`config.mk`:
```
export PLATFORM = sky130hd
export DESIGN_NAME = uart_prog_loader
export DESIGN_NICKNAME = d
export VERILOG_FILES = /design/src/rtl/uart_prog_loader.sv
export SDC_FILE = /design/constraint.sdc
export NUM_CORES = 1
export LEC_CHECK = 0
export CELL_PAD_IN_SITES_DETAIL_PLACEMENT = 1
export CELL_PAD_IN_SITES_GLOBAL_PLACEMENT = 1
export CORE_MARGIN = 4
export CORE_UTILIZATION = 55
export DETAILED_ROUTE_END_ITERATION = 8
export DONT_BUFFER_PORTS = 1
export HOLD_SLACK_MARGIN = 0.15
export PLACE_DENSITY = 0.91
export SKIP_LAST_GASP = 1
export SLEW_MARGIN = 5
export SYNTH_ARGS = -nofsm -noshare
export SYNTH_HDL_FRONTEND = slang
export SYNTH_SLANG_ARGS = --single-unit
```
`constraint.sdc`:
```
create_clock -name clk -period 9.3 [get_ports clk]
set_clock_uncertainty 0.2 [all_clocks]
set_input_delay 1.395 -clock clk [delete_from_list [all_inputs] [get_ports clk]]
set_output_delay 1.395 -clock clk [all_outputs]
set_load 0.02 [all_outputs]
```
`src/rtl/uart_prog_loader.sv`:
```
// uart_prog_loader: packs UART bytes into little-endian 32-bit words
// and streams them into instruction memory while holding the core in reset.
module uart_prog_loader #(
  parameter int          ADDR_W      = 8,
  parameter logic [31:0] END_WORD    = 32'hFFFF_FFFF,
  parameter int          GAP_TIMEOUT = 1000000,
  parameter int          CNT_W       = 20
) (
  input  logic              clk,
  input  logic              rst,
  input  logic              uart_rx_valid,
  input  logic [7:0]        uart_rx_data,
  input  logic              uart_rx_break,
  input  logic              reload,
  output logic              imem_we,
  output logic [ADDR_W-1:0] imem_addr,
  output logic [31:0]       imem_wdata,
  output logic              cpu_rst,
  output logic              write_done,
  output logic              overflow,
  output logic [7:0]        err_count
);

  typedef enum logic {LOAD, DONE} state_t;

  localparam logic [ADDR_W-1:0] LAST    = '1;
  localparam logic [CNT_W-1:0]  GAP_LIM = CNT_W'(GAP_TIMEOUT);

  state_t            state;
  logic [1:0]        byte_idx;
  logic [23:0]       part;
  logic [ADDR_W-1:0] addr;
  logic [CNT_W-1:0]  gap_cnt;
  logic              full_pend;

  logic [31:0] word;
  logic        gap_hit;
  logic        discard;

  // Current word if this byte completes it, plus partial-word drop causes
  always_comb begin
    word    = {uart_rx_data, part};
    gap_hit = (GAP_TIMEOUT != 0) && !uart_rx_valid
              && (gap_cnt == GAP_LIM - 1'b1);
    discard = (byte_idx != 2'd0) && (uart_rx_break || gap_hit);
  end

  // Load sequencer: byte assembly, writes, termination and reload
  always_ff @(posedge clk or posedge rst) begin
    if (rst) begin
      state      <= LOAD;
      byte_idx   <= 2'd0;
      part       <= '0;
      addr       <= '0;
      gap_cnt    <= '0;
      full_pend  <= 1'b0;
      imem_we    <= 1'b0;
      imem_addr  <= '0;
      imem_wdata <= '0;
      cpu_rst    <= 1'b1;
      write_done <= 1'b0;
      overflow   <= 1'b0;
      err_count  <= '0;
    end else begin
      imem_we <= 1'b0;
      unique case (state)
        LOAD: begin
          if (full_pend) begin
            // last slot was just written; memory is full
            full_pend  <= 1'b0;
            overflow   <= 1'b1;
            write_done <= 1'b1;
            cpu_rst    <= 1'b0;
            byte_idx   <= 2'd0;
            gap_cnt    <= '0;
            state      <= DONE;
          end else begin
            if (discard) begin
              byte_idx <= 2'd0;
              gap_cnt  <= '0;
              if (err_count != 8'hFF) err_count <= err_count + 8'd1;
            end
            if (uart_rx_valid) begin
              gap_cnt <= '0;
              if (discard || byte_idx == 2'd0) begin
                part[7:0] <= uart_rx_data;
                byte_idx  <= 2'd1;
              end else if (byte_idx == 2'd1) begin
                part[15:8] <= uart_rx_data;
                byte_idx   <= 2'd2;
              end else if (byte_idx == 2'd2) begin
                part[23:16] <= uart_rx_data;
                byte_idx    <= 2'd3;
              end else begin
                byte_idx <= 2'd0;
                if (word == END_WORD) begin
                  write_done <= 1'b1;
                  cpu_rst    <= 1'b0;
                  state      <= DONE;
                end else begin
                  imem_we    <= 1'b1;
                  imem_addr  <= addr;
                  imem_wdata <= word;
                  if (addr == LAST) full_pend <= 1'b1;
                  else addr <= addr + 1'b1;
                end
              end
            end else if (!discard && byte_idx != 2'd0
                         && GAP_TIMEOUT != 0) begin
              gap_cnt <= gap_cnt + 1'b1;
            end
          end
        end
        DONE: begin
          if (reload) begin
            state      <= LOAD;
            addr       <= '0;
            byte_idx   <= 2'd0;
            gap_cnt    <= '0;
            write_done <= 1'b0;
            cpu_rst    <= 1'b1;
            overflow   <= 1'b0;
          end
        end
      endcase
    end
  end

endmodule

```
run_1/final_congestion.png
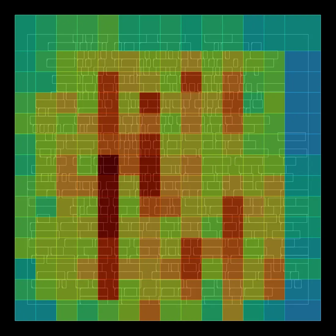
WL/cell: 21.7 µm
busiest layer in global routing: met2

run_1/drive_strength.png
Scale bar: 20 µm.
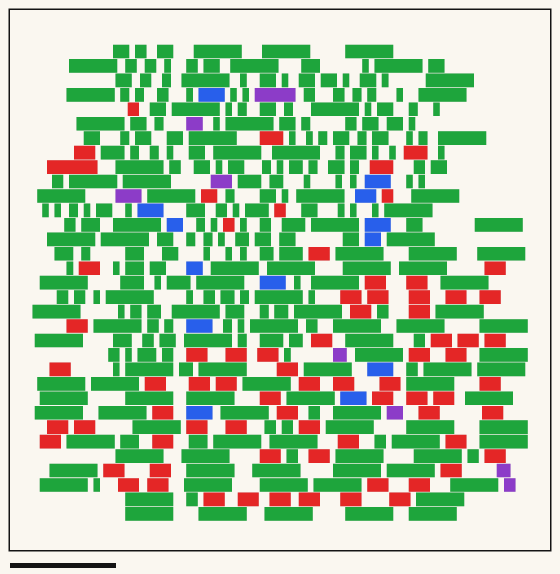
size	color	cells
drive 6 and up	blue	13
drive 3 to 4	purple	8
drive 1 or less	green	295
drive 2	red	74
Design Area, Final: 0.00508 mm²
Setup WS post-layout: 5.46 ns

run_1/gate_families.png
Scale bar: 20 µm.
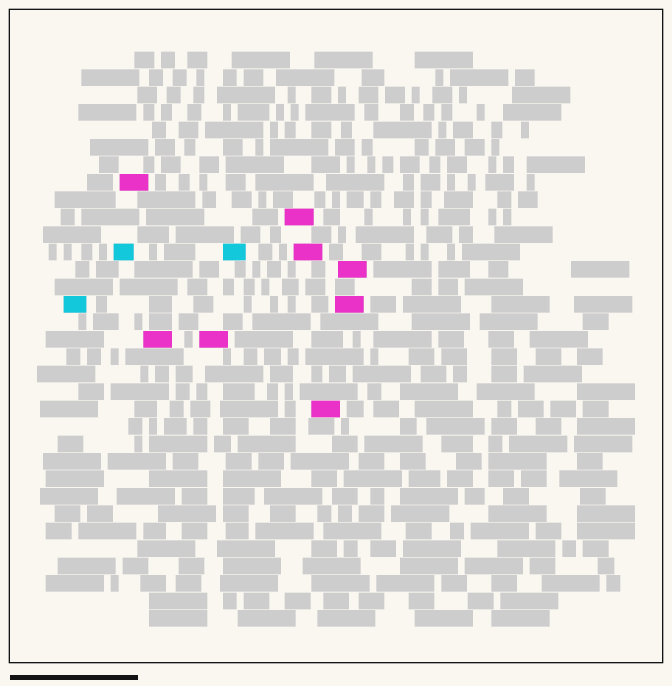
family	color	cells
AND-OR and OR-AND gates	cyan	3
adder and majority cells	magenta	8
Non-Filler Instances: 495
Top cell excl fill/tap: dfrtp_1
Comb/total area: 0.396

==> flow_metrics.py, run 1 <==
# Flow results
metrics = {
    "status": {
        "status": "finished, final reports clean",
    },
    "placement": {
        "place_hpwl_um": 7570,
        "place_area_mm2": 0.00490,
        "post-place-ws_ns": 5.13,
        "io_buffers": 0,
    },
    "sta": {
        "relSlewSlack": 0.198,
        "slew_viol_final": 0,
        "finalHoldWorstSlack_ns": 0.335,
        "rsz0062_at_grt": "false",
        "post-route-period-util": 0.413,
        "setup_viol": 0,
        "period_needed_ns": 3.84,
        "hold_viol": 0,
        "tightest_slew_ns": 1.19,
        "tns_ns": 0,
    },
    "synth": {
        "largest_area_cell": "dfrtp_1",
        "synthTopCellsByCount": "dfrtp_1 (107), mux2_2 (65), nor2_1 (26), nand2_1 (22), xnor2_1 (16)",
        "flop_cell": "dfrtp_1",
        "xor_area_frac": 0.0454,
        "synth-edff-count": 0,
        "mux_area_frac": 0.168,
        "top_area_frac": 0.555,
        "fa_ha_area_frac": 0.0208,
        "synth_flops": 108,
        "topCombFamilyByArea": "multiplexers",
        "synth_area_mm2": 0.00482,
        "async_flop_share": 1.00,
        "ys_area_mm2": 0.00482,
        "postSynthAreaPerCell_um2": 12.5,
        "syn-instance-count": 386,
        "syn-num-nets": 407,
    },
    "layout": {
        "seq_share": 0.533,
        "n_antenna_cell": 0,
        "logic_gate_count": 255,
        "area_delta_synth_final_pct": 5.27,
        "clk_share": 0.0352,
        "layout-drive-gt1-share": 0.244,
        "n_fill_cell": 851,
        "layout.non_clock_buffers": 2,
        "layout.nets": 407,
        "layout_top_cells_excl_fill_tap": "dfrtp_1 (107), mux2_2 (65), nor2_1 (26), nand2_1 (22), xnor2_1 (16)",
        "final-nonclk-buf-share": 0.00296,
        "flop_area_mm2": 0.00270,
        "ff_count": 108,
    },
    "detailed_routing": {
        "ant_nets": 0,
        "wl_um": 10700,
        "wl_met2_um": 5580,
        "drt-initial-drc-count": 161,
        "drcViolationCount": 0,
        "drt-vias-per-instance": 6.19,
        "wl_met3_um": 490,
        "vias": 3066,
    },
    "critical_path": {
        "path_cells": "nand2_1, nor3_1, nand3b_1, buf_4, mux2_2",
        "crit_type": "input port to flop",
        "crit_fanout": 31,
        "crit_family": "simple AND/OR/NAND/NOR gates",
        "end_kind": "flop",
        "startpoint_type": "input port",
        "cp.arrival_ns": 3.89,
        "slowest_stage": "nor3_1",
        "required_ns": 9.36,
    },
    "clocking": {
        "cts.sinks": 108,
        "cts-buffers-inserted": 9,
        "clk_pin_slew_ns": 0.10,
        "cts_tree": "yes",
        "clock_latency_ns": 0.37,
        "cts_setup_buffers": 0,
        "cts_max_path_buffers": 2,
    },
    "die": {
        "die_h_um": 102,
        "fp_util": 0.575,
        "dieArea_mm2": 0.0103,
        "die_width_um": 102,
        "tapCellCount": 105,
        "rows": 33,
    },
    "global_route": {
        "use_met2": 0.381,
        "grt_pass1_wl_um": 17900,
        "grt_pass1_vias": 3435,
        "grtUsageTotal": 0.226,
        "met1_usage": 0.291,
        "grt_overflow_total": 0,
        "grt_max_degree": 70,
    },
    "flow_run": {
        "max_cap_viol_count": 0,
    },
    "power_and_ir_drop": {
        "pwr-share-clk": 0.210,
        "power_leakage_uw": 0.00228,
        "pwr-share-comb": 0.163,
        "powerClk_uw": 269,
        "internal-power_uw": 802,
        "vdd_drop_max_mv": 0.125,
        "finalPower_uw": 1280,
        "maxPowerGroup": "sequential cells",
    },
}
run 1: final timing paths:
| path | start | to | slack, ns | depth (start not counted) |
|---|---|---|---|---|
| worst max-delay path | uart_rx_valid | imem_wdata[13] | 5.46 | 5 |
| worst min-delay path | addr[7] | addr[7] | 0.34 | 1 |
| worst max register to register | state | imem_wdata[13] | 5.52 | 6 |
| worst min register to register | addr[7] | addr[7] | 0.34 | 1 |
| max in group asynchronous | rst | part[23] | 6.93 | 2 |
| min in group asynchronous | rst | imem_wdata[9] | 0.72 | 1 |
run 1: sequential cells by signal, summed over array words and instances, names as in the netlist:
register	count
addr	8
byte_idx	2
cpu_rst	1
err_count	8
full_pend	1
gap_cnt	20
imem_addr	8
imem_wdata	32
imem_we	1
overflow	1
part	24
state	1
write_done	1
run_1/registers.png
Scale bar: 20 µm. Other sequential cells in the stronger gray, the rest of the logic in the fainter gray.
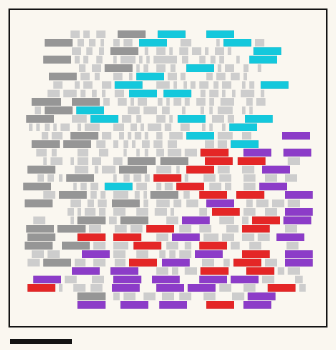

## Run 2: what changed since run 1
Settings changed: CORE_UTILIZATION 55 to 51, PLACE_DENSITY 0.91 to 0.86.
Clock period 9.3 ns to 3.8 ns, I/O delays scaled along.
run_2/registers.png
Scale bar: 20 µm. Other sequential cells in the stronger gray, the rest of the logic in the fainter gray.
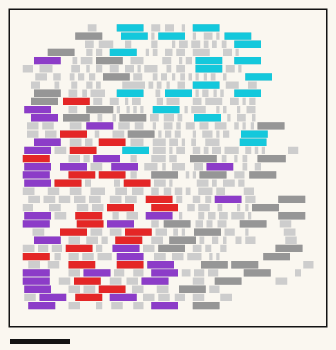
netlist name	color	sequential cells
part	red	24
imem_wdata	purple	32
gap_cnt	cyan	20
not colored	32
total sequential power: 1990 µW
register area: 0.00270 mm²
Seq/total area: 0.514
post-layout util: 0.569

run_2/cell_classes.png
Scale bar: 20 µm.
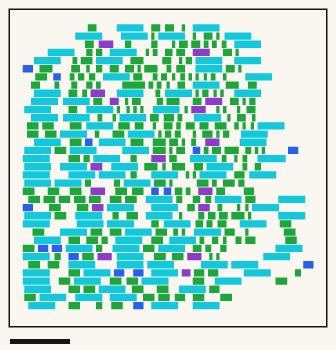
class	color	cells
clock drivers and dummy loads	purple	16
flops	cyan	108
all other logic	green	265
other buffers and delay cells	blue	15
Core ar.: 0.00924 mm²
Design Area, Final: 0.00526 mm²
row cnt: 35

==> flow_metrics.py, run 2 <==
# Flow results
metrics = {
    "synth": {
        "fa_ha_area_frac": 0.0208,
        "largest_area_cell": "dfrtp_1",
        "mux_area_frac": 0.168,
        "synth-edff-count": 0,
        "synthTopCellsByCount": "dfrtp_1 (107), mux2_2 (65), nor2_1 (26), nand2_1 (22), xnor2_1 (16)",
        "syn-instance-count": 386,
        "ys_area_mm2": 0.00482,
        "postSynthAreaPerCell_um2": 12.5,
        "async_flop_share": 1.00,
        "topCombFamilyByArea": "multiplexers",
        "synth_flops": 108,
        "top_area_frac": 0.555,
        "flop_cell": "dfrtp_1",
        "synth_area_mm2": 0.00482,
        "syn-num-nets": 407,
    },
    "power_and_ir_drop": {
        "powerClk_uw": 729,
        "pwr-share-clk": 0.224,
        "pwr-share-comb": 0.166,
        "power_leakage_uw": 0.00235,
        "vdd_drop_max_mv": 0.374,
        "finalPower_uw": 3250,
        "internal-power_uw": 1990,
        "maxPowerGroup": "sequential cells",
    },
    "global_route": {
        "grt_max_degree": 81,
        "grt-busiest-layer": "met2",
        "grtUsageTotal": 0.223,
        "grt_overflow_total": 0,
        "use_met2": 0.374,
        "grt_pass1_vias": 3457,
        "met1_usage": 0.276,
    },
    "flow_run": {
        "max_cap_viol_count": 0,
    },
    "detailed_routing": {
        "wl_met3_um": 752,
        "drt-initial-drc-count": 175,
        "wl_met2_um": 5920,
        "wl_um": 11600,
        "wl_per_cell_um": 21.8,
        "drt-vias-per-instance": 5.92,
        "ant_nets": 0,
        "drcViolationCount": 0,
        "vias": 3157,
    },
    "layout": {
        "layout-drive-gt1-share": 0.245,
        "layout_top_cell": "dfrtp_1",
        "layout.nets": 420,
        "n_fill_cell": 934,
        "top_register": "imem_wdata",
        "largest_reg_flops": 32,
        "reg_top3": "imem_wdata (32), part (24), gap_cnt (20)",
    },
    "critical_path": {
        "startpoint_type": "flop",
        "crit_type": "flop to flop",
        "crit_family": "AND-OR/OR-AND gates",
        "slowest_stage": "a21oi_2",
        "end_kind": "flop",
        "cp.arrival_ns": 2.53,
        "crit_fanout": 18,
        "path_cells": "nor4_1, and4_1, a211oi_2, a21oi_2, nor2_1",
    },
    "clocking": {
        "clk_pin_slew_ns": 0.11,
        "cts.sinks": 108,
        "clock_latency_ns": 0.38,
        "cts-buffers-inserted": 9,
        "cts_max_path_buffers": 2,
    },
    "die": {
        "die_h_um": 105,
        "fp_util": 0.522,
        "dieArea_mm2": 0.0111,
        "die_width_um": 105,
    },
    "sta": {
        "tightest_slew_ns": 0.974,
        "finalHoldWorstSlack_ns": 0.169,
        "finalWorstSetupSlack_ns": 1.30,
        "setup_viol": 0,
        "tns_ns": 0,
        "rsz0062_at_grt": "false",
        "relSlewSlack": 0.351,
        "period_needed_ns": 2.50,
        "hold_viol": 0,
    },
    "placement": {
        "place_area_mm2": 0.00495,
        "io_buffers": 0,
        "place_hpwl_um": 7790,
        "post-place-ws_ns": 1.23,
    },
    "status": {
        "status": "finished, final reports clean",
    },
}
run_2/gate_families.png
Scale bar: 20 µm.
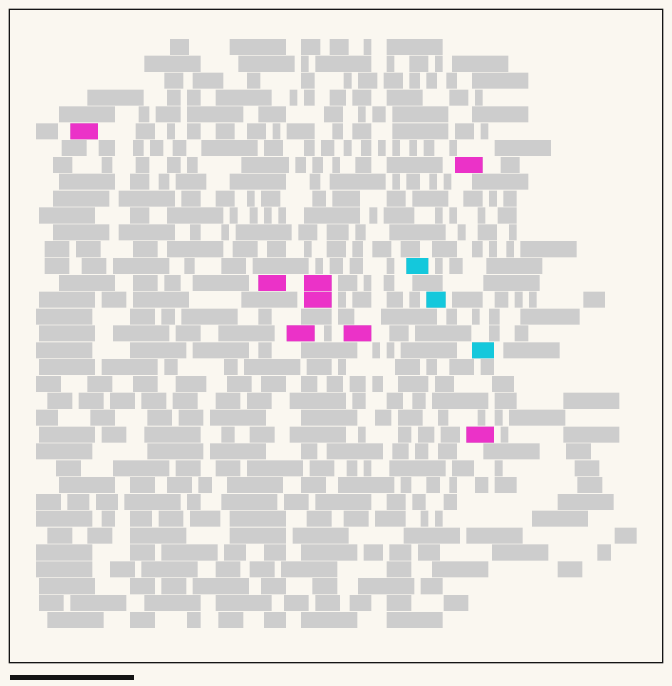
family	color	cells
AND-OR and OR-AND gates	cyan	3
adder and majority cells	magenta	8
Non-Filler Instances: 533
Comb/total area: 0.382

## run 2: cell counts after synthesis
Identical to the previous run, type by type.
## run 2: layout make-up
cell class,instances,area share
sequential,108,0.514
multi-input combinational,255,0.382
tap,129,0.0307
timing repair buffer,15,0.0262
clock buffer,9,0.0236
clock inverter,7,0.0159
inverter,10,0.00761
## run 2: worst paths after layout
kind | startpoint | to | slack, ns | cells past startpoint
worst max register to register | gap_cnt[6] | gap_cnt[16] | 1.30 | 5
max in group asynchronous | rst | gap_cnt[5] | 1.88 | 3
min in group asynchronous | rst | addr[1] | 0.69 | 2
worst min-delay path | reload | cpu_rst | 0.17 | 2
worst max-delay path | gap_cnt[6] | gap_cnt[16] | 1.30 | 5
worst min register to register | addr[6] | addr[6] | 0.34 | 1
Power figures rest on the tool's default switching activity, not on a simulated workload.
